### config.mk
export PLATFORM = sky130hd
export DESIGN_NAME = mult_div_unit
export DESIGN_NICKNAME = d
export VERILOG_FILES = /design/src/rtl/mult_div_unit.sv
export SDC_FILE = /design/constraint.sdc
export NUM_CORES = 1
export LEC_CHECK = 0
export CORE_ASPECT_RATIO = 0.5
export CORE_MARGIN = 4
export CORE_UTILIZATION = 54
export DETAILED_ROUTE_END_ITERATION = 12
export MAX_ROUTING_LAYER = met4
export PLACE_DENSITY = 0.82
export SYNTH_ARGS = -nofsm -noshare
export SYNTH_HDL_FRONTEND = slang
export SYNTH_SLANG_ARGS = --single-unit
export TNS_END_PERCENT = 1
### constraint.sdc
create_clock -name clk -period 3 [get_ports clk]
set_input_delay 0.75 -clock clk [delete_from_list [all_inputs] [get_ports clk]]
set_output_delay 0.75 -clock clk [all_outputs]
set_load 0.05 [all_outputs]
### src/rtl/mult_div_unit.sv
// Iterative MULT/MULTU/DIV/DIVU unit with HI/LO result registers.
// Ports: clk, rst_n, start, op, a, b -> busy, done, div_by_zero, hi, lo.
module mult_div_unit #(
   parameter int WIDTH = 32
) (
   input  logic             clk,
   input  logic             rst_n,
   input  logic             start,
   input  logic [2:0]       op,
   input  logic [WIDTH-1:0] a,
   input  logic [WIDTH-1:0] b,
   output logic             busy,
   output logic             done,
   output logic             div_by_zero,
   output logic [WIDTH-1:0] hi,
   output logic [WIDTH-1:0] lo
);

   localparam int CW = $clog2(WIDTH + 1);

   typedef enum logic [1:0] {
      IDLE,
      RUN,
      FIX
   } state_t;

   state_t           state;
   logic [CW-1:0]    cnt;
   logic [WIDTH-1:0] acc;
   logic [WIDTH-1:0] q;
   logic [WIDTH-1:0] m;
   logic [WIDTH-1:0] a_raw;
   logic             is_div;
   logic             neg_p;
   logic             neg_r;
   logic             bz;

   logic             a_neg;
   logic             b_neg;
   logic [WIDTH-1:0] a_mag;
   logic [WIDTH-1:0] b_mag;
   logic [WIDTH:0]   msum;
   logic [WIDTH:0]   dsh;
   logic [WIDTH-1:0] ddiff;
   logic             dge;
   logic [2*WIDTH-1:0] prod;
   logic [2*WIDTH-1:0] prod_f;
   logic [WIDTH-1:0] quo_f;
   logic [WIDTH-1:0] rem_f;

   always_comb begin
      a_neg = op[0] & a[WIDTH-1];
      b_neg = op[0] & b[WIDTH-1];
      a_mag = a_neg ? -a : a;
      b_mag = b_neg ? -b : b;
      // multiply: acc is the running upper half, q holds the
      // multiplier and collects product bits from the top
      msum  = {1'b0, acc} + (q[0] ? {1'b0, m} : '0);
      // divide: q holds the dividend and collects quotient bits
      dsh   = {acc, q[WIDTH-1]};
      dge   = (dsh >= {1'b0, m});
      ddiff = dsh[WIDTH-1:0] - m;
      prod   = {acc, q};
      prod_f = neg_p ? -prod : prod;
      quo_f  = neg_p ? -q : q;
      rem_f  = neg_r ? -acc : acc;
   end

   always_ff @(posedge clk) begin
      if (!rst_n) begin
         state       <= IDLE;
         cnt         <= '0;
         busy        <= 1'b0;
         done        <= 1'b0;
         div_by_zero <= 1'b0;
         hi          <= '0;
         lo          <= '0;
         acc         <= '0;
         q           <= '0;
         m           <= '0;
         a_raw       <= '0;
         is_div      <= 1'b0;
         neg_p       <= 1'b0;
         neg_r       <= 1'b0;
         bz          <= 1'b0;
      end else begin
         done <= 1'b0;
         unique case (state)
            IDLE: begin
               if (start) begin
                  unique case (op)
                     3'b000, 3'b001, 3'b010, 3'b011: begin
                        m      <= op[1] ? b_mag : a_mag;
                        q      <= op[1] ? a_mag : b_mag;
                        acc    <= '0;
                        a_raw  <= a;
                        is_div <= op[1];
                        neg_p  <= a_neg ^ b_neg;
                        neg_r  <= a_neg;
                        bz     <= (b == '0);
                        cnt    <= CW'(WIDTH);
                        busy   <= 1'b1;
                        state  <= RUN;
                     end
                     3'b100:  hi <= a;
                     3'b101:  lo <= a;
                     default: ;
                  endcase
               end
            end
            RUN: begin
               if (is_div) begin
                  acc <= dge ? ddiff : dsh[WIDTH-1:0];
                  q   <= {q[WIDTH-2:0], dge};
               end else begin
                  acc <= msum[WIDTH:1];
                  q   <= {msum[0], q[WIDTH-1:1]};
               end
               cnt <= cnt - CW'(1);
               if (cnt == CW'(1))
                  state <= FIX;
            end
            FIX: begin
               // zero divisor: dividend goes to HI, LO saturates
               if (is_div && bz) begin
                  hi <= a_raw;
                  lo <= '1;
               end else if (is_div) begin
                  hi <= rem_f;
                  lo <= quo_f;
               end else begin
                  {hi, lo} <= prod_f;
               end
               div_by_zero <= is_div & bz;
               done        <= 1'b1;
               busy        <= 1'b0;
               state       <= IDLE;
            end
            default: state <= IDLE;
         endcase
      end
   end

endmodule

**Run 1: M4 wires**

Supply wires on this layer in gray.
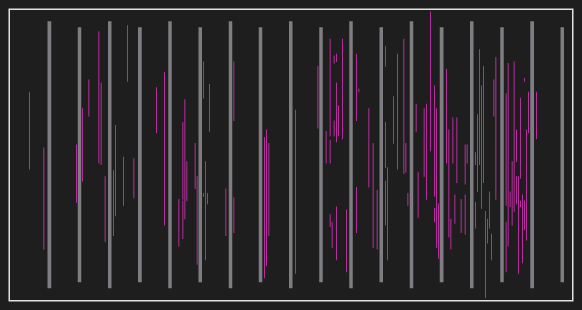
The wires run mostly vertical. The layer carries 3170 µm of wire. 94 nets have wire on it. The layer holds 4.4% of the routed length. The longest straight run is 82.3 µm.

**Run 1: clock network drawn from the DEF**

The bar under the picture is 100 µm long.
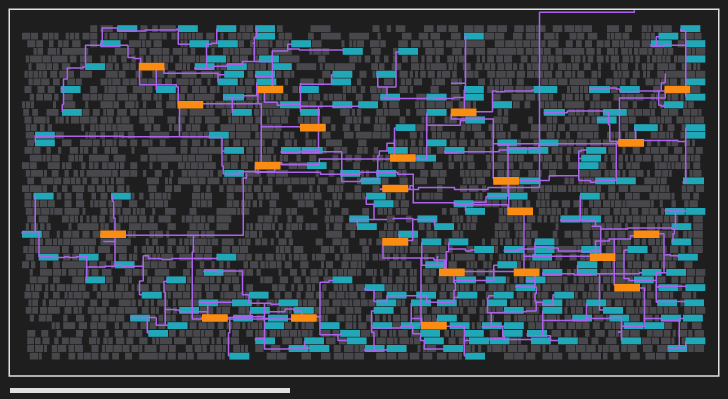
Key: cyan = flip-flops [count 207]; purple = clock wires [length 3150 µm]; orange = clock-net drivers [count 22]
There are 23 routed clock nets. Position of the flops: spread over the die.

**Run 1: gate-type map**

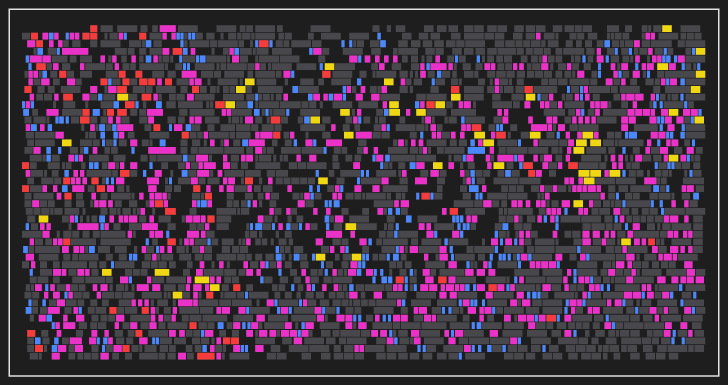
Key: red = non-inverting ao/oa cells [cells 75, where spread over the die]; yellow = mux cells [cells 49]; magenta = aoi and oai cells [cells 661, where spread over the die]; blue = nand cells [cells 374, where spread over the die]
fin cells: 3001
leading cell type in the layout, fill and taps excluded: buf_4
logic gate fraction of the total cell area: 53.0%

==> qor.json, run 1 <==
{
  "design.portCount": 137,
  "worstSkewPairLatency_ps": 550,
  "sh_seq_area_pct": 19.0,
  "logic_area_um2": 11600,
  "timing.hold.worst_endpoint": "lo[29]",
  "gp_congestion": 1.12,
  "timing.critical_path.to": "acc[28]",
  "numSequentialCells": 207,
  "met1_length_mm": 29.0,
  "synth-simple-area-share_pct": 20.9,
  "global_route.usage.met2_pct": 64.5,
  "synth-main-ff-cell": "dfxtp_1",
  "first_global_vias": 17600,
  "worstReg2RegEnd": "acc[28]",
  "initial_utilization_pct": 55.3,
  "grt_start_max_net_pins": 90,
  "num_tap_cells": 391,
  "cts-hold-fix-buffers": 0,
  "globalRouteMet3Util_pct": 13.9,
  "critPathLaunch": "q[0]",
  "placedCellCount": 2945,
  "worstHoldStart": "lo[29]",
  "share_clk_of_total_power_pct": 31.9,
  "power.clock.total_uw": 2950,
  "path_cells": "inv_4 -> buf_8 -> nor2_1 -> ha_1 -> o211ai_1 -> o21a_2 -> a211o_4 -> a21oi_2 -> nor2_1 -> buf_4 -> buf_4 -> o31ai_2 -> o31ai_1 -> a221o_1",
  "drtIter0Drc": 2555,
  "ys_cells": 2192,
  "endpoint_kind": "flop",
  "preCtsSetupSlack_ps": -582,
  "wl_met2_mm": 30.4,
  "routed_wirelength_mm": 72.5,
  "max_freq_mhz": 328,
  "p_switching_uw": 3290,
  "buffer_area_share_pct": 21.2,
  "ys_seq_elements": 207,
  "cts_tree": "done",
  "rsz0062_at_grt": "true",
  "finalSetupViolCount": 8,
  "synthesized_area_per_cell_um2": 7.38,
  "slew_viols_final": 0,
  "grt.busiest_layer": "met2",
  "maxSlewHeadroom_pct": 52.6,
  "setup_tns_ps": -149,
  "cts.sink_count": 207,
  "design.final.nets": 2734,
  "wire_per_inst_um": 24.2,
  "outcome": "finished, violations left",
  "total_power_uw": 9230,
  "timing.hold.ws_ps": 454,
  "post_synthesis_async_set_or_reset_flop_share_pct": 0,
  "r2r-start": "q[0]",
  "portBuffers": 136,
  "layout_worst_path_cycle_share_pct": 102,
  "critical_path.max_stage_delay_ps": 400,
  "count_of_library_flops_with_an_enable_pin": 0,
  "antenna_found_initial": 3,
  "static-leakage-power_uw": 0.00909,
  "layout_setup_ws_ps": -47.9,
  "num-clock-buffers": 31,
  "synth_warnings": 0,
  "path_delay_family": "AND-OR/OR-AND gates",
  "fp_nets": 2334,
  "ys_top_logic_family": "AND-OR/OR-AND gates",
  "floorplan.core_area_um2": 29200,
  "failing_checks": "negative setup slack",
  "cts_post_setup_buffers_inserted": 5
}
**Run 1: cell sizes after repair**

The bar under the picture is 100 µm long.
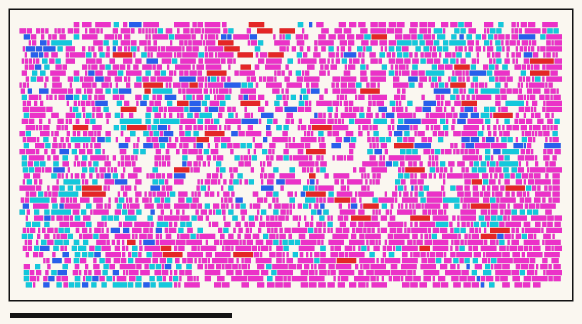

## Run 2: what changed since run 1
--- a/config.mk
+++ b/config.mk
@@ -11,6 +11,7 @@
 export DETAILED_ROUTE_END_ITERATION = 12
 export MAX_ROUTING_LAYER = met4
 export PLACE_DENSITY = 0.82
+export SKIP_CTS_REPAIR_TIMING = 1
 export SYNTH_ARGS = -nofsm -noshare
 export SYNTH_HDL_FRONTEND = slang
 export SYNTH_SLANG_ARGS = --single-unit
==> constraint.sdc (replaced) <==
create_clock -name clk -period 3 [get_ports clk]
set_input_delay 0.75 -clock clk [delete_from_list [all_inputs] [get_ports clk]]
set_output_delay 0.75 -clock clk [all_outputs]
set_load 0.1 [all_outputs]
**Run 2: cell sizes after repair**

The bar under the picture is 100 µm long.
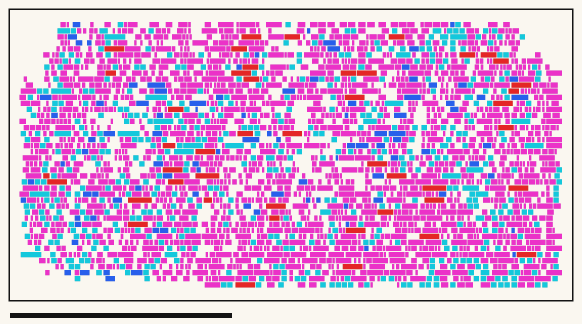
Key: magenta = x1 and smaller [cells 1968, share 76%, most used nand2_1]; red = x6 and larger [cells 45, share 1.7%, most used clkbuf_16]; blue = x2 [cells 95, share 3.6%, most used mux2_2]; cyan = x3 and x4 [cells 495, share 19%, most used buf_4]

==> run 2 against run 1 <==
Compared with the run above:
- first-iteration DRC count is 10% higher
- total power grew 0.49%
- hold slack gained 4.7 ps
- cell count down 0.13%
- register-to-register slack got worse by 150 ps
- clock power rose by 1%
- clock skew down 1.6 ps
- via count is 0.36% higher
- the run still ends with negative setup slack left
- highest routed layer unchanged
==> qor.json, run 2 <==
{
  "finalSetupViolCount": {"value": 21, "change": "+13"},
  "use_met1_pct": 53.3,
  "design.final.nets": {"value": 2731, "change": "-0.11%"},
  "utilization_pct": 73.9,
  "initial_utilization": {"value": 55.3, "unit": "%", "change": "unchanged"},
  "synth-simple-area-share": {"value": 20.9, "unit": "%", "change": "unchanged"},
  "final_layout_top_logic_cell": "buf_4",
  "ys_cells": {"value": 2192, "change": "unchanged"},
  "buffer_area_share": {"value": 20.4, "unit": "%", "change": "-0.80 points"},
  "layout_worst_path_cycle_share": {"value": 107, "unit": "%", "change": "+5.1 points"},
  "synth-main-ff-cell": "dfxtp_1",
  "post_synthesis_async_set_or_reset_flop_share": {"value": 0, "unit": "%", "change": "unchanged"},
  "final_cell_count_no_fill": {"value": 2997, "change": "-0.13%"},
  "r2r-start": "q[0]",
  "grt.busiest_layer": "met2",
  "first_global_vias": {"value": 17400, "change": "-0.73%"},
  "gp_congestion": {"value": 1.10, "change": "-1.3%"},
  "top_cell": "nand2_1",
  "placedCellCount": {"value": 2952, "change": "+0.24%"},
  "num_tap_cells": {"value": 391, "change": "unchanged"},
  "timing.hold.worst_endpoint": "lo[30]",
  "met1_length": {"value": 27.9, "unit": "mm", "change": "-3.8%"},
  "worstHoldStart": "lo[30]",
  "synth_warnings": {"value": 0, "change": "unchanged"},
  "floorplan.core_area": {"value": 29200, "unit": "µm²", "change": "unchanged"},
  "power.density_cell_area_nw_per_um2": 429,
  "final_hold_viol_count": 0,
  "internal_power_uw": 5910,
  "worstPathBufferInverterCount": 4,
  "drtIter0Drc": {"value": 2812, "change": "+10%"},
  "max_freq": {"value": 312, "unit": "MHz", "change": "-4.8%"},
  "worstSkewPairLatency": {"value": 550, "unit": "ps", "change": "about the same"},
  "setup_tns": {"value": -1590, "unit": "ps", "change": "-1440 ps"},
  "numSequentialCells": {"value": 207, "change": "unchanged"},
  "wl_met2": {"value": 29.3, "unit": "mm", "change": "-3.7%"},
  "highest_layer": "met4",
  "endpoint_kind": "flop",
  "switching_share_pct": 36.3,
  "fp_nets": {"value": 2334, "change": "unchanged"},
  "global_route.usage.met2": {"value": 60.9, "unit": "%", "change": "-3.7 points"},
  "num-clock-buffers": {"value": 26, "change": "-16%"},
  "rsz0062_at_grt": "true",
  "top_cell_area_share_pct": 25.6,
  "placementRows": 44,
  "wire_per_inst": {"value": 23.6, "unit": "µm", "change": "-2.2%"},
  "synth.yosys.seq_area_share_pct": 25.6,
  "path_delay_family": "AND-OR/OR-AND gates",
  "failing_checks": "negative setup slack",
  "routed_wirelength": {"value": 70.9, "unit": "mm", "change": "-2.3%"},
  "cts.sink_count": {"value": 207, "change": "unchanged"},
  "first_pass_iters": 6,
  "sh_seq_area": {"value": 19.3, "unit": "%", "change": "+0.27 points"},
  "static-leakage-power": {"value": 0.00920, "unit": "µW", "change": "+1.1%"},
  "design.portCount": {"value": 137, "change": "unchanged"},
  "antenna_found_initial": {"value": 3, "change": "unchanged"},
  "outcome": "finished, violations left",
  "timing.hold.ws": {"value": 459, "unit": "ps", "change": "+4.72 ps"},
  "count_of_library_flops_with_an_enable_pin": {"value": 0, "change": "unchanged"},
  "portBuffers": {"value": 136, "change": "unchanged"},
  "globalRouteMet3Util": {"value": 14.9, "unit": "%", "change": "+0.99 points"},
  "cts_tree": "done",
  "critical_path.max_stage_delay": {"value": 430, "unit": "ps", "change": "+30 ps"},
  "power.clock.total": {"value": 2990, "unit": "µW", "change": "+1%"},
  "non_clock_inverter_count": 67,
  "p_switching": {"value": 3370, "unit": "µW", "change": "+2.3%"},
  "layout_setup_ws": {"value": -200, "unit": "ps", "change": "-152 ps"},
  "preCtsSetupSlack": {"value": -610, "unit": "ps", "change": "-27.8 ps"},
  "logic_area": {"value": 11500, "unit": "µm²", "change": "-0.69%"},
  "synthesized_area_per_cell": {"value": 7.38, "unit": "µm²", "change": "unchanged"},
  "path_cells": "clkinvlp_4 -> buf_6 -> nor2_2 -> ha_1 -> o211ai_1 -> o21a_1 -> a211o_1 -> buf_4 -> and2_1 -> o21ai_1 -> buf_4 -> a311oi_4 -> xnor2_1 -> a22oi_1 -> o21ai_1",
  "die_h_um": 130,
  "worstReg2RegEnd": "acc[16]",
  "ys_top_logic_family": "AND-OR/OR-AND gates",
  "critPathLaunch": "q[0]",
  "share_clk_of_total_power": {"value": 32.2, "unit": "%", "change": "+0.3 points"},
  "number_of_remaining_drc_errors": 0,
  "comb_area_share": {"value": 53.4, "unit": "%", "change": "+0.40 points"},
  "grt_start_max_net_pins": {"value": 101, "change": "+12%"},
  "total_power": {"value": 9270, "unit": "µW", "change": "+0.49%"},
  "worst-path-stages": 15,
  "timing.critical_path.to": "acc[16]"
}
Power is estimated from default activity; no workload was simulated.
